Fig. 1: run 1, clock nets
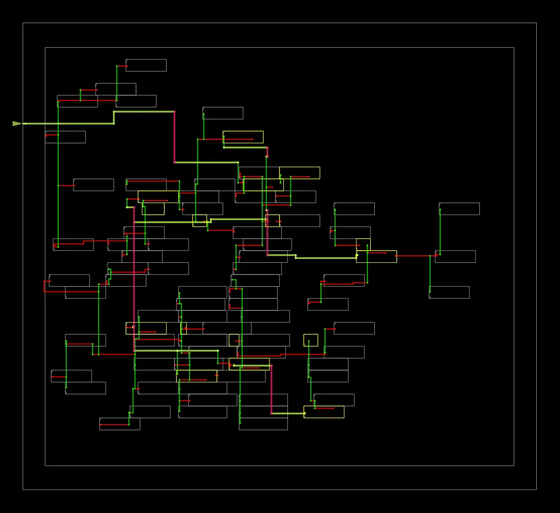
Fig. 2: run 1, metal 2
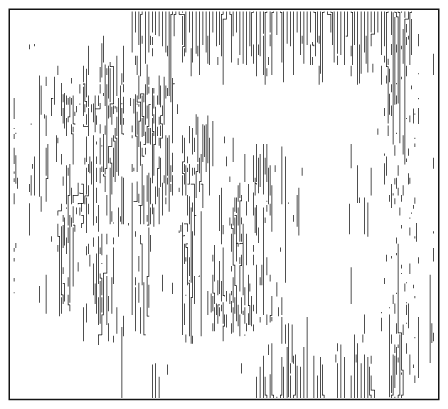
Fig. 3: run 1, gate families picked out
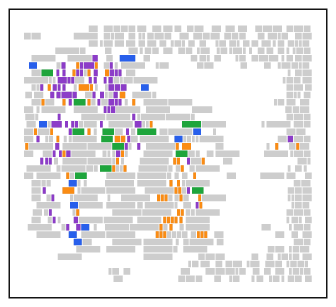
Fig. 4: run 1, cells colored by class
Scale bar: 20 um. Fill, decap, tap and diode cells in gray.
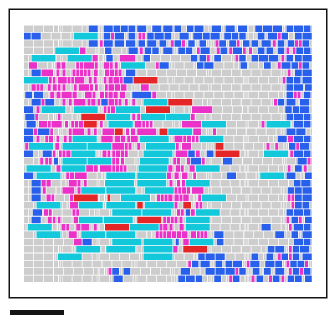
==> config.mk <==
export PLATFORM = sky130hd
export DESIGN_NAME = ddr_hdr_writer
export DESIGN_NICKNAME = d
export VERILOG_FILES = /design/src/rtl/ddr_hdr_pkg.sv /design/src/rtl/ddr_hdr_slot_fifo.sv /design/src/rtl/ddr_hdr_writer.sv
export SDC_FILE = /design/constraint.sdc
export NUM_CORES = 1
export LEC_CHECK = 0
export ABC_AREA = 1
export CAP_MARGIN = 40
export CORE_ASPECT_RATIO = 0.9
export CORE_MARGIN = 5
export CORE_UTILIZATION = 40
export CTS_CLUSTER_SIZE = 40
export DETAILED_ROUTE_END_ITERATION = 7
export GPL_TIMING_DRIVEN = 0
export PLACE_DENSITY = 0.82
export SKIP_CTS_REPAIR_TIMING = 1
export SLEW_MARGIN = 10
export SYNTH_ARGS = -nofsm -noshare
export SYNTH_HDL_FRONTEND = slang
export SYNTH_SLANG_ARGS = --single-unit
==> constraint.sdc <==
create_clock -name aclk -period 2.3 [get_ports aclk]
set_input_delay 0.46 -clock aclk [delete_from_list [all_inputs] [get_ports aclk]]
set_output_delay 0.46 -clock aclk [all_outputs]
set_load 0.02 [all_outputs]
==> impl_metrics.toml, run 1 <==
# yosys + openroad results
[sta]
fin_setup_tns_ns = 0
rsz0062_at_grt = "yes"
finalSetupViolCount = 0
hold_violations = 0
finalClockPeriodUsage_pct = 96.7
maxSlewHeadroom_pct = 65.4
finalMaxSlewViolations = 0
hold_slack_ns = 0.354
worst-slew-pin-transition_ns = 0.518
max_freq_ghz = 0.449
finalClockSkew_ns = 0.00906
worst_slack_ns = 0.0749
fin_crit_ns = 2.23

[place]
place_ws_ns = -0.639
gp_congestion = 0.844
place_area_mm2 = 0.00551
port-buffer-count = 101
dp_hpwl_mm = 7.60

[pwr]
power.total_mw = 6.03
p_leak_nw = 2.84
peakVddDrop_mv = 0.593
powerDensity_mw_per_mm2 = 1030

[grt]
grt_busiest_layer = "met2"
grt_use_met1_pct = 15.8
grt_pass1_vias = 3049
grt_usage_pct = 14.1
grt_max_degree = 40
grt.overflow.total = 0
gr-usage-met3_pct = 3.70
antenna_found_initial = 0
grt_pass1_wl_mm = 14.0

[run]
cap_violations = 0
warning_count = 30

[finish]
drive_gt1_share_pct = 25.8
area_delta_synth_final_pct = 41.8
nets = 705
n_antenna_cell = 0
largest_reg_flops = 24
finish.instance_area_mm2 = 0.00584

[drt]
drtPass1Iterations = 4
top_layer = "met4"
drt_iter0_drc = 118
route.met3.wl_um = 913
vias = 3180
drc = 0
wl_met1_mm = 3.32
wire_per_inst_um = 12.3
antenna_left = 0
viasPerCell = 4.22
route.met2.wl_mm = 4.92

[critical_path]
required_ns = 2.51
max_stage_delay_ns = 0.47
cp_max_fo = 10
r2r_slack_ns = 0.21
critPathLaunchType = "input port"
path_cells = "clkdlybuf4s50_1 > nand2_2 > a31oi_4 > buf_6 > ha_1 > inv_1 > fa_1 > a21oi_1 > o21ai_1 > xor2_1"
reg2reg_depth = 9
cp_slowest_cell = "clkdlybuf4s50_1"
worstSetupPathType = "in -> reg"
cp-end-kind = "register"
arrival_ns = 2.44

[clock_network]
clk_pin_slew_ns = 0.06
h-tree-depth = 3
cts_tree = "built"
clockBufferDepth = 2
cts_root_buffer = "clkbuf_16"
clock-sinks = 70
clk_latency_ns = 0.33

[synth]
syn_area_per_cell_um2 = 9.14
netlist_top_cells_count = "120 x buf_4, 57 x nor2_1, 49 x nand2_1"
synth.most_common_cell = "buf_4"
top_logic_kind = "buffers and inverters"
yosys-stat-area_mm2 = 0.00412
synth-seq-cells = 70
netlist_area_mm2 = 0.00412
synth-async-reset-ratio_pct = 65.7
ys_cells = 450
area_leaders = "dfrtp_1 28%, buf_4 22%, edfxtp_1 18%"
syn_inst = 450
ys_sh_aoi_pct = 6.42
synth_warnings = 0
synth_top_flop_cell = "dfrtp_1"
adder_share_pct = 4.01
synthXorXnorAreaFrac_pct = 2.52
ys_sh_mux_pct = 0
edf_count = 24
top_cell_area_share_pct = 28.0
synth-simple-area-share_pct = 14.9
top_area_cell = "dfrtp_1"
ys_seq_share_pct = 45.5
synth_cell_type_count = 37

[worst_hold_path]
hp-class = "in -> async"

[die]
ioPinCount = 221
die_height_um = 106
die_area_mm2 = 0.0124
die_w_um = 117
fp_util_pct = 40.5

[status]
outcome = "complete, no violations"
-- Fig. 1 (at the start) --
Seq cells: 70
total CTS buffers: 9

-- Fig. 2 (at the start) --
The wires run mostly vertical. The layer holds 53% of the routed length. The layer carries 4920 um of wire. The longest straight run is 39.6 um. 571 nets have wire on it.
routed wire length: 9.27 mm
met2 Resource Use GR: 25.7%

-- Fig. 3 (at the start) --
xor and xnor cells: marked blue, cells 11, most used xor2_1. fa/ha/maj cells: marked green, cells 12, most used ha_1. nand cells: marked purple, cells 75, most used nand2_1. nor cells: marked orange, cells 63, most used nor2_1.
Finished Layout Cells: 753
logic share of the area: 23.5%
Commonest Layout Cell: buf_4

-- Fig. 4 (at the start) --
remaining logic cells: marked magenta, cells 310, share of their area 27%. clock drivers and dummy loads: marked red, cells 16, share of their area 5.0%. remaining buffers and delay cells: marked blue, cells 228, share of their area 35%. registers: marked cyan, cells 70, share of their area 33%.
CORE AREA: 0.0102 mm^2
Final Core Density: 57.5%
Row Count: 35
Seq/total area: 32.1%

run 1: where the power goes:
group	total (mW)	internal, mW	switching (mW)
Combinational	2.60	1.10	1.50
Clock	1.30	0.771	0.526
Sequential	2.13	1.76	0.368
run 1: cell usage in the layout, fill, tap and decap left out, drive strengths merged:
cell and n:
nor2 59, xor2 9, nor3 3, nand3 17
buf 126, inv 48, nand3b 1, dlymetal6s2s 1
a31oi 7, dfrtp 46, clkbuf 12, edfxtp 24
clkdlybuf4s50 100, clkinv 2, fa 2, o21ai 32
conb 56, ha 10, a21oi 3, o31ai 1
a41o 1, nor4 1, or2 1, nand4 2
xnor2 2, o22ai 1, nand2 55, o21bai 1
o21a 1
run 1: layout make-up:
type	count	area, um^2
flip-flops and latches	70	1870
multi-input cells	265	1370
plain buffers	124	926
fillers	874	4320
repair buffers	104	1050
inverters	45	171
clock buffers	11	243
well taps	129	161
clock inverters	5	41.3
run 1: worst max-delay path: cells and delay by family:
| kind | cells | cell delay [ns] |
|---|---|---|
| adder cells (fa/ha/maj) | 2 | 0.54 |
| AND/OR/NAND/NOR | 1 | 0.12 |
| XOR/XNOR | 1 | 0.14 |
| AND-OR/OR-AND | 3 | 0.49 |
| buffers and inverters | 3 | 0.70 |
run 1: per-stage QoR:
step / util, % / instances
after detailed placement: 54.2 / 735
after global routing: 57.5 / 753
after floorplan: - / 504
final: 57.5 / 753
after CTS: 57.0 / 751
after global placement: 54.0 / 734
run 1: logic make-up (layout without fill, tap and decap cells):
logic type / count (synthesis) / count (layout)
compound gates: 47 / 47
xor+xnor: 11 / 11
fa+ha+maj: 12 / 12
buf+inv: 169 / 289
flops: 70 / 70
other cells: 2 / 56
simple gates: 139 / 139
==> run 2, diff against run 1 <==
Settings changed: ABC_CLOCK_PERIOD_IN_PS set to 2300.
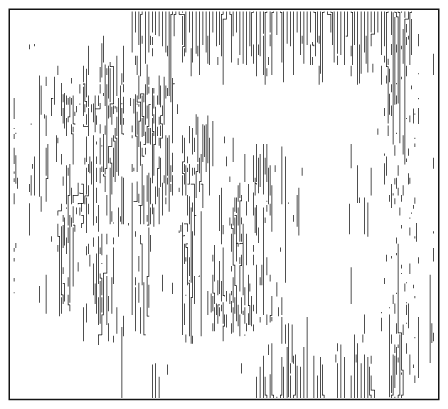
Fig. 5. Metal 2 (run 2).
The longest straight run is 39.6 um. The layer carries 4920 um of wire. The wires run mostly vertical. 571 nets have wire on it.
Vias: 3180

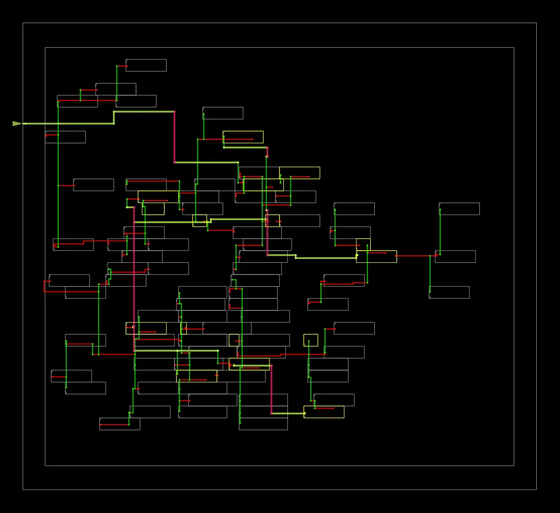
Fig. 6. Clock nets (run 2).
Clk. pwr: 1.30 mW
worst-case clock skew: 0.00906 ns

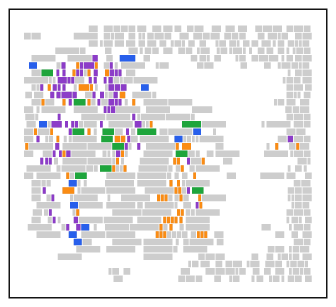
Fig. 7. Gate families picked out (run 2).
nand cells: marked purple, cells 75, most used nand2_1. fa/ha/maj cells: marked green, cells 12, most used ha_1. xor and xnor cells: marked blue, cells 11, most used xor2_1. nor cells: marked orange, cells 63, most used nor2_1.

==> run 2 against run 1 <==
Compared with the run above:
- largest cell class unchanged
- fmax stayed put
- area after synthesis stayed put
- design area stayed put
- sequential cell count stayed put
- setup slack unchanged
- count of clock-buffer cells in the layout unchanged
- die size did not move
- critical endpoint unchanged
==> impl_metrics.toml, run 2 <==
# yosys + openroad results
[die]
die_w_um = 117
floorplan.rows = 35
ioPinCount = 221
core_mm2 = 0.0102
die_height_um = 106
fp_util_pct = 40.5
die_area_mm2 = 0.0124

[critical_path]
required_ns = 2.51
arrival_ns = 2.44
cp-end-kind = "register"
r2r_slack_ns = 0.21
reg2reg_depth = 9
worstSetupPathType = "in -> reg"
critPathLaunchType = "input port"
cp_max_fo = 10

[synth]
ys_seq_share_pct = 45.5
netlist_area_mm2 = 0.00412
synth_warnings = 0
top_cell_area_share_pct = 28.0
edf_count = 24
synth_top_flop_cell = "dfrtp_1"
synth-async-reset-ratio_pct = 65.7
synth_cell_type_count = 37
yosys-stat-area_mm2 = 0.00412
area_leaders = "dfrtp_1 28%, buf_4 22%, edfxtp_1 18%"
synth-seq-cells = 70
syn_inst = 450
netlist_top_cells_count = "120 x buf_4, 57 x nor2_1, 49 x nand2_1"
synth.most_common_cell = "buf_4"
syn_area_per_cell_um2 = 9.14
ys_cells = 450
top_area_cell = "dfrtp_1"

[pwr]
swShare_pct = 39.7
p_switching_mw = 2.39
powerDensity_mw_per_mm2 = 1030
peakVddDrop_mv = 0.593
p_leak_nw = 2.84
clkPwrFrac_pct = 21.5
p_comb_share_pct = 43.1
internal_power_mw = 3.64
power.total_mw = 6.03
pwr-share-seq_pct = 35.4

[sta]
finalSetupViolCount = 0
finalClockPeriodUsage_pct = 96.7
worst-slew-pin-transition_ns = 0.518
worst_slack_ns = 0.0749
max_freq_ghz = 0.449
fin_crit_ns = 2.23
maxSlewHeadroom_pct = 65.4
rsz0062_at_grt = "yes"
hold_violations = 0
finalMaxSlewViolations = 0

[grt]
gr-usage-met3_pct = 3.70
grt_use_met1_pct = 15.8
grt_pass1_vias = 3049
grt_pass1_wl_mm = 14.0
grt_busiest_layer = "met2"
grt_use_met2_pct = 25.7
grt_usage_pct = 14.1
antenna_found_initial = 0
grt.overflow.total = 0
grt_max_degree = 40

[finish]
area_delta_synth_final_pct = 41.8
largest_reg_flops = 24
finish.instance_area_mm2 = 0.00584
most-common-layout-cells = "122 x buf_4, 100 x clkdlybuf4s50_1, 56 x nor2_1, 56 x conb_1, 48 x nand2_1"
layout_top_cell = "buf_4"
drive_gt1_share_pct = 25.8
nets = 705
final_cells = 753
n_antenna_cell = 0

[run]
cap_violations = 0
warning_count = 30

[status]
outcome = "complete, no violations"

[drt]
drtPass1Iterations = 4
antenna_left = 0
drc = 0
wire_per_inst_um = 12.3
viasPerCell = 4.22
drt_iter0_drc = 118
wl_mm = 9.27

[place]
place_area_mm2 = 0.00551
gp_congestion = 0.844
dp_cells = 735
dp_hpwl_mm = 7.60
port-buffer-count = 101
place_ws_ns = -0.639

[clock_network]
clock-sinks = 70
clk_latency_ns = 0.33
cts_buffers = 9
cts_root_buffer = "clkbuf_16"
cts_tree = "built"
clockBufferDepth = 2
clk_pin_slew_ns = 0.06
h-tree-depth = 3

[worst_hold_path]
hp-class = "in -> async"
## run 2: worst max-delay path, cell delays in order
cell             delay, ns
clkdlybuf4s50_1       0.47
nand2_2               0.12
a31oi_4               0.22
buf_6                 0.16
ha_1                  0.15
inv_1                 0.07
fa_1                  0.39
a21oi_1               0.17
o21ai_1               0.10
xor2_1                0.14
## run 2: cell type report
class	count	area, um^2
Buffer	124	926
Clock buffer	11	243
Clock inverter	5	41.3
Fill cell	874	4320
Inverter	45	171
Multi-Input combinational cell	265	1370
Sequential cell	70	1870
Tap cell	129	161
Timing Repair Buffer	104	1050
## run 2: routing by layer
layer / part of all wire, % / vias up
li1: - / 1600
met1: 36 / 1427
met2: 53 / 134
met3: 9.9 / 19
met4: 1.2 / 0
met5: 0 / -
## run 2: through the flow
stage	utilization, %	setup TNS [ns]	hold slack, ns
5_1_grt	57.5	-0.0442	0.367
4_1_cts	57.0	-0.455	0.349
3_3_place_gp	54.0	-8.93	0.468
3_5_place_dp	54.2	-3.12	0.478
2_1_floorplan	-	0	0.453
6_report	57.5	0	0.354
## run 2: logic make-up after synthesis
group / Yosys count / share of synthesized area, %
other cells: 2 / 0.182
compound gates: 47 / 6.42
xor+xnor: 11 / 2.52
fa+ha+maj: 12 / 4.01
flops: 70 / 45.5
simple gates: 139 / 14.9
buf+inv: 169 / 26.5
## run 2: power by group through the flow
stage / registers, mW / clock network [mW] / logic (mW)
6_report: 2.13 / 1.30 / 2.60
5_1_grt: 2.20 / 1.39 / 2.89
4_1_cts: 2.13 / 1.33 / 2.58
3_5_place_dp: 2.15 / 0 / 2.56
3_3_place_gp: 2.11 / 0 / 2.45
2_1_floorplan: 2.27 / 0 / 1.53
Power figures rest on the tool's default switching activity, not on a simulated workload.
